**Track usage over the die**

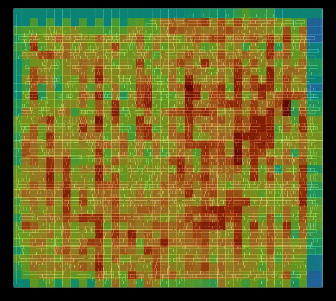
**M2 wires**

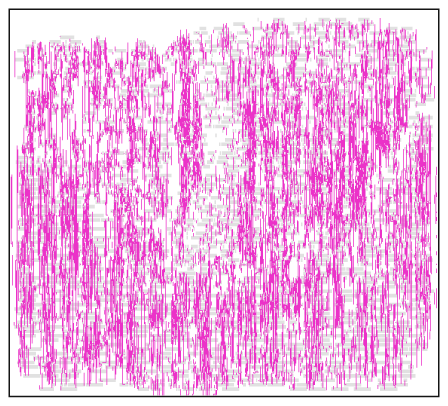
File: src/rtl/mc_biquad_pkg.sv
// Shared types and helpers for the multi-channel biquad band-pass.
// Holds widths, the FSM state enum and the round/saturate helper.
package mc_biquad_pkg;

  localparam int DATA_W_DEF = 16;
  localparam int COEF_W_DEF = 18;
  localparam int FRAC_DEF   = 14;

  function automatic int acc_w(input int dw, input int cw);
    return dw + cw + 3;
  endfunction

  localparam int ACC_W = acc_w(DATA_W_DEF, COEF_W_DEF);

  function automatic int ch_w(input int n);
    return (n <= 1) ? 1 : $clog2(n);
  endfunction

  typedef enum logic [2:0] {
    IDLE,
    MAC0,
    MAC1,
    MAC2,
    OUT
  } state_t;

  typedef struct packed {
    logic               sat;
    logic signed [31:0] data;
  } sr_t;

  // Round half up by 2^(frac-1), shift by frac, clamp to dw signed bits.
  function automatic sr_t sat_round(
    input logic signed [63:0] acc,
    input int                 frac,
    input int                 dw
  );
    logic signed [63:0] r;
    logic signed [63:0] hi;
    logic signed [63:0] lo;
    sr_t                s;
    r  = (acc + (64'sd1 <<< (frac - 1))) >>> frac;
    hi = (64'sd1 <<< (dw - 1)) - 64'sd1;
    lo = -(64'sd1 <<< (dw - 1));
    s.sat  = 1'b0;
    s.data = 32'(r);
    if (r > hi) begin
      s.sat  = 1'b1;
      s.data = 32'(hi);
    end else if (r < lo) begin
      s.sat  = 1'b1;
      s.data = 32'(lo);
    end
    return s;
  endfunction

endpackage

File: src/rtl/biquad_state_ram.sv
// Per-channel delay state {x1,x2,y1,y2}, register based.
// Ports: sync write (we/wch/wdata), comb read (rch/rdata), sync clr.
module biquad_state_ram #(
  parameter int DATA_W   = 16,
  parameter int CHANNELS = 4,
  parameter int CH_W     = 2
) (
  input  logic                clk,
  input  logic                rst_n,
  input  logic                clr,
  input  logic                we,
  input  logic [CH_W-1:0]     wch,
  input  logic [4*DATA_W-1:0] wdata,
  input  logic [CH_W-1:0]     rch,
  output logic [4*DATA_W-1:0] rdata
);

  logic [4*DATA_W-1:0] mem [CHANNELS];

  always_ff @(posedge clk) begin
    if (!rst_n || clr) begin
      for (int i = 0; i < CHANNELS; i++) begin
        mem[i] <= '0;
      end
    end else if (we && (int'(wch) < CHANNELS)) begin
      mem[wch] <= wdata;
    end
  end

  // Out-of-range channels read as zero state.
  always_comb begin
    rdata = '0;
    if (int'(rch) < CHANNELS) begin
      rdata = mem[rch];
    end
  end

endmodule

File: src/rtl/mc_biquad_bandpass.sv
// Multi-channel DF-I band-pass biquad, one shared MAC, 5-clock schedule.
// In: valid/ready sample stream + coeffs; out: valid/ready y[n] + sat.
module mc_biquad_bandpass
  import mc_biquad_pkg::*;
#(
  parameter int  DATA_W   = 16,
  parameter int  COEF_W   = 18,
  parameter int  FRAC     = 14,
  parameter int  CHANNELS = 4,
  localparam int CH_W     = ch_w(CHANNELS)
) (
  input  logic                     clk,
  input  logic                     rst_n,
  input  logic                     in_valid,
  output logic                     in_ready,
  input  logic [CH_W-1:0]          in_ch,
  input  logic signed [DATA_W-1:0] in_data,
  input  logic signed [COEF_W-1:0] b0,
  input  logic signed [COEF_W-1:0] a1,
  input  logic signed [COEF_W-1:0] a2,
  input  logic                     bypass,
  input  logic                     clr,
  output logic                     out_valid,
  input  logic                     out_ready,
  output logic [CH_W-1:0]          out_ch,
  output logic signed [DATA_W-1:0] out_data,
  output logic                     sat
);

  localparam int AW = acc_w(DATA_W, COEF_W);
  localparam int PW = DATA_W + 1 + COEF_W;

  state_t state, nxt;

  logic [CH_W-1:0]          ch_r;
  logic signed [DATA_W-1:0] x_r;
  logic signed [COEF_W-1:0] b0_r, a1_r, a2_r;
  logic                     byp_r;
  logic                     drop_r;
  logic signed [AW-1:0]     acc;

  logic [4*DATA_W-1:0]      rd, wd;
  logic signed [DATA_W-1:0] x1, x2, y1, y2;
  logic signed [COEF_W-1:0] coef;
  logic signed [DATA_W:0]   opnd;
  logic signed [PW-1:0]     prod;
  logic signed [AW-1:0]     prod_x, sum;
  sr_t                      sr;
  logic signed [DATA_W-1:0] y;
  logic                     y_sat;
  logic                     take, we;

  assign {x1, x2, y1, y2} = rd;

  assign in_ready  = (state == IDLE) && rst_n && !clr;
  assign take      = in_valid && in_ready;
  assign out_valid = (state == OUT);

  // Single multiplier; operands steered by the MAC phase.
  always_comb begin
    coef = b0_r;
    opnd = {x_r[DATA_W-1], x_r} - {x2[DATA_W-1], x2};
    unique case (state)
      MAC1: begin
        coef = a1_r;
        opnd = {y1[DATA_W-1], y1};
      end
      MAC2: begin
        coef = a2_r;
        opnd = {y2[DATA_W-1], y2};
      end
      default: ;
    endcase
  end

  assign prod   = coef * opnd;
  assign prod_x = AW'(prod);
  assign sum    = acc - prod_x;

  always_comb begin
    sr    = sat_round(64'(sum), FRAC, DATA_W);
    y     = byp_r ? x_r : sr.data[DATA_W-1:0];
    y_sat = !byp_r && sr.sat;
  end

  assign we = (state == MAC2) && !drop_r && !clr;
  assign wd = {x_r, x1, y, y1};

  biquad_state_ram #(
    .DATA_W   (DATA_W),
    .CHANNELS (CHANNELS),
    .CH_W     (CH_W)
  ) u_ram (
    .clk   (clk),
    .rst_n (rst_n),
    .clr   (clr),
    .we    (we),
    .wch   (ch_r),
    .wdata (wd),
    .rch   (ch_r),
    .rdata (rd)
  );

  always_ff @(posedge clk) begin
    if (!rst_n) state <= IDLE;
    else        state <= nxt;
  end

  always_comb begin
    nxt = state;
    unique case (state)
      IDLE: if (take) nxt = MAC0;
      MAC0: nxt = MAC1;
      MAC1: nxt = MAC2;
      MAC2: nxt = drop_r ? IDLE : OUT;
      OUT:  if (out_ready) nxt = IDLE;
      default: nxt = IDLE;
    endcase
    if (clr) nxt = IDLE;
  end

  always_ff @(posedge clk) begin
    if (!rst_n) begin
      ch_r     <= '0;
      x_r      <= '0;
      b0_r     <= '0;
      a1_r     <= '0;
      a2_r     <= '0;
      byp_r    <= 1'b0;
      drop_r   <= 1'b0;
      acc      <= '0;
      out_ch   <= '0;
      out_data <= '0;
      sat      <= 1'b0;
    end else begin
      if (take) begin
        ch_r   <= in_ch;
        x_r    <= in_data;
        b0_r   <= b0;
        a1_r   <= a1;
        a2_r   <= a2;
        byp_r  <= bypass;
        drop_r <= int'(in_ch) >= CHANNELS;
      end
      unique case (state)
        MAC0:       acc <= prod_x;
        MAC1, MAC2: acc <= sum;
        default: ;
      endcase
      if (we) begin
        out_ch   <= ch_r;
        out_data <= y;
        sat      <= y_sat;
      end
    end
  end

endmodule

File: config.mk
export PLATFORM = sky130hd
export DESIGN_NAME = mc_biquad_bandpass
export DESIGN_NICKNAME = d
export VERILOG_FILES = /design/src/rtl/mc_biquad_pkg.sv /design/src/rtl/biquad_state_ram.sv /design/src/rtl/mc_biquad_bandpass.sv
export SDC_FILE = /design/constraint.sdc
export NUM_CORES = 2
export LEC_CHECK = 0
export CAP_MARGIN = 20
export CORE_ASPECT_RATIO = 0.9
export CORE_MARGIN = 2
export CORE_UTILIZATION = 55
export DETAILED_ROUTE_END_ITERATION = 10
export DONT_BUFFER_PORTS = 1
export HOLD_SLACK_MARGIN = 0.12
export PLACE_DENSITY_LB_ADDON = 0.12
export SKIP_LAST_GASP = 1
export SLEW_MARGIN = 20
export SYNTH_ARGS = -nofsm -noshare
export SYNTH_HDL_FRONTEND = slang
export SYNTH_SLANG_ARGS = --single-unit
File: constraint.sdc
create_clock -name clk -period 20.2 [get_ports clk]
set_input_delay 6.06 -clock clk [delete_from_list [all_inputs] [get_ports clk]]
set_output_delay 6.06 -clock clk [all_outputs]
set_load 0.01 [all_outputs]
==> impl_metrics.py <==
# Generated from Yosys and OpenROAD reports
metrics = {
    "logic_synthesis": {
        "postSynthNetCount": 3845,
        "edf_count": 256,
        "post_synth_most_frequent_cells": "sky130_fd_sc_hd__nand2_1, sky130_fd_sc_hd__inv_1, sky130_fd_sc_hd__fa_1",
        "synth.yosys.chip_area_sq_um": 32800,
        "synth-warning-count": 0,
        "mappedNetlistArea_sq_um": 32800,
        "register_share_after_synthesis_pct": 31.6,
        "synthDominantCellAreaShare_pct": 23.4,
        "synth_top_cell_by_area": "sky130_fd_sc_hd__edfxtp_1",
        "synth-cells-yosys": 3322,
        "synthesis.area_per_instance_sq_um": 9.88,
        "synth.top_cells.by_area": "sky130_fd_sc_hd__edfxtp_1, sky130_fd_sc_hd__fa_1, sky130_fd_sc_hd__dfxtp_1, sky130_fd_sc_hd__ha_1, sky130_fd_sc_hd__nand2_1",
        "ys.flop_type": "sky130_fd_sc_hd__edfxtp_1",
        "postSynthCellCount": 3322,
        "netlist-cell-type-count": 94,
    },
    "place": {
        "finalWeightedCongestion": 0.927,
        "place.port_buffers": 0,
        "dp_hpwl_um": 68500,
        "post_placement_worst_setup_slack_ps": 3650,
    },
    "power_and_ir_drop": {
        "leakagePower_nw": 14.9,
        "ir_worst_vdd_mv": 0.230,
        "power_density_nw_per_um2": 142,
        "power.share.clock_pct": 15.9,
        "power.total_mw": 4.94,
    },
    "critical_path": {
        "worst-endpoint-required_ps": 20630,
        "worst_setup_path_endpoint": "u_ram.mem[2][30]$_SDFFCE_PN0P_",
        "reg2reg_setup_slack_ps": 3460,
        "crit_arrival_ps": 17170,
        "critical-path-max-stage-delay_ps": 780,
        "critical_path_peak_fanout": 32,
        "r2r_end": "u_ram.mem[2][30]$_SDFFCE_PN0P_",
        "r2r_cells": 52,
    },
    "global_route": {
        "grt_start_max_net_pins": 117,
        "globalRoute.totalOverflow": 0,
        "antenna_found_initial": 0,
    },
    "cts": {
        "tritoncts_clock_tree": "done",
        "cts_inserted_buffers": 41,
        "post_cts.resized_instances": 0,
        "post_cts.repair.setup_buffers": 0,
        "clk_latency_ps": 600,
        "cts-root-to-sink-buffers": 3,
        "clock_sinks": 390,
        "cts_htree_levels": 2,
        "postCtsHoldBufs": 0,
    },
    "drt": {
        "first_iter_violations": 2060,
        "detail_route.vias_per_cell": 6.09,
    },
    "sta": {
        "drv_slew": 0,
        "finClkSkew_ps": 57.6,
        "setup_total_negative_slack_ps": 0,
        "finalHoldViolations": 0,
        "setup_viol": 0,
        "fmax_mhz": 59.7,
        "grt_setup_unrepaired": "no",
        "transition_time_at_the_pin_with_the_least_slew_margin_ps": 1210,
        "relSlewSlack_pct": 18.9,
    },
    "floorplanning": {
        "placementRows": 84,
        "die.size.y_um": 236,
        "io-pin-count": 99,
        "die_x_um": 261,
        "fp.coreArea_sq_um": 58800,
        "initial_utilization_pct": 55.8,
    },
    "hold_path": {
        "worst_hold_path_type": "reg -> reg",
        "hold-path-cell-count": 2,
        "hold_end": "a1_r[1]$_SDFFE_PN0P_",
    },
    "finish": {
        "fin_nets": 3747,
        "final_layout_size_suffix_gt1_share_pct": 7.52,
        "antennaDiodeCount": 0,
    },
    "run": {
        "max_cap_violations": 0,
    },
    "status": {
        "run_status": "complete, no violations",
    },
}
Back to the opening pictures, 'track usage over the die':
core utilization of the finished layout: 59.4%
GR met2 Demand/Resource: 46.6%
global router's overall resource usage: 30.5%
routed length per placed instance: 22.8 um
met1 routing resource usage after global routing: 44.7%

Back to the opening pictures, 'M2 wires':
nets with wire on the layer: 3,198
share of all routed wire: 45%
main direction: vertical
wire length on this layer: 41.5 mm
longest straight run: 102 um
final routed wirelength across all metal layers: 92,000 um
count of vias placed by the detailed router: 24,558

==> routing by layer <==
layer / global-route usage, % / up-vias / wire, um / share of wire [%]
li1: - / 11076 / - / -
met1: 44.7 / 12349 / 40200 / 44
met2: 46.6 / 1007 / 41500 / 45
met3: 6.19 / 126 / 8310 / 9.0
met4: 7.46 / 0 / 2020 / 2.2
met5: 0 / - / 0 / 0
==> layout by cell type, fill, tap and decap left out, types with 34 or more instances in the layout <==
cell type | Yosys | final
sky130_fd_sc_hd__a21oi_1 | 121 | 121
sky130_fd_sc_hd__buf_4 | 3 | 41
sky130_fd_sc_hd__dfxtp_1 | 134 | 131
sky130_fd_sc_hd__nand3_1 | 44 | 44
sky130_fd_sc_hd__a21boi_0 | 94 | 94
sky130_fd_sc_hd__mux4_2 | 60 | 60
sky130_fd_sc_hd__xnor2_1 | 53 | 53
sky130_fd_sc_hd__and3_1 | 67 | 67
sky130_fd_sc_hd__inv_1 | 403 | 403
sky130_fd_sc_hd__nand2_1 | 414 | 409
sky130_fd_sc_hd__edfxtp_1 | 256 | 256
sky130_fd_sc_hd__o21ai_0 | 79 | 78
sky130_fd_sc_hd__and2_1 | 197 | 196
sky130_fd_sc_hd__ha_1 | 131 | 131
sky130_fd_sc_hd__clkbuf_16 | 0 | 41
sky130_fd_sc_hd__a21o_1 | 50 | 50
sky130_fd_sc_hd__nand2b_1 | 34 | 34
sky130_fd_sc_hd__nor2_1 | 231 | 228
sky130_fd_sc_hd__fa_1 | 314 | 314
==> power by group through the flow <==
stage	logic, mW	registers, mW	clock network (mW)
final	3.23	0.920	0.785
after global routing	3.54	0.924	0.827
after global placement	3.14	0.934	0
after floorplan	2.34	0.919	0
after detailed placement	3.17	0.937	0
after CTS	3.20	0.920	0.796
==> per-stage QoR <==
step	cells	util (%)	hold WS (ps)	cell area, sq um
finish	4031	59.4	463	34900
global route	4031	59.4	481	34900
CTS	4031	59.4	465	34900
detailed placement	3955	57.0	457	33500
global placement	3955	57.0	449	33500
floorplan	3322	-	443	32800
==> worst max-delay path, delay by kind of cell (launching register included) <==
kind	cells	cell delay [ps]
AOI/OAI and AO/OA	27	7760
xor gates and xnor gates	1	120
adders and majority gates	10	4510
buffers and inverters	5	330
DFF	1	780
muxes	1	590
and+or+nand+nor	8	2470
==> final cells by class <==
cell class                      instances  area, sq um
Timing Repair Buffer                   41          308
Tap cell                              774          968
Sequential cell                       390        10400
Clock inverter                         17          243
Multi-Input combinational cell       2347        20300
Fill cell                            4947        23900
Inverter                              403         1510
Clock buffer                           59         1150
==> cells by family (layout without fill, tap and decap cells) <==
group / after synthesis / in the layout / share of synthesized area (%)
fa+ha+maj: 447 / 447 / 24.2
simple gates: 1120 / 1120 / 16.5
buf+inv: 585 / 520 / 6.80
flops: 390 / 390 / 31.6
compound gates: 588 / 588 / 12.9
mux: 104 / 104 / 5.50
xor+xnor: 88 / 88 / 2.46
==> registers in the layout, summed over array words and instances, names as in the netlist, 3 cells and up, named ones only <==
signal	count
a1_r	18
a2_r	18
acc	37
b0_r	18
out_data	16
state	3
u_ram.mem	256
x_r	16
Power is estimated from default activity; no workload was simulated.
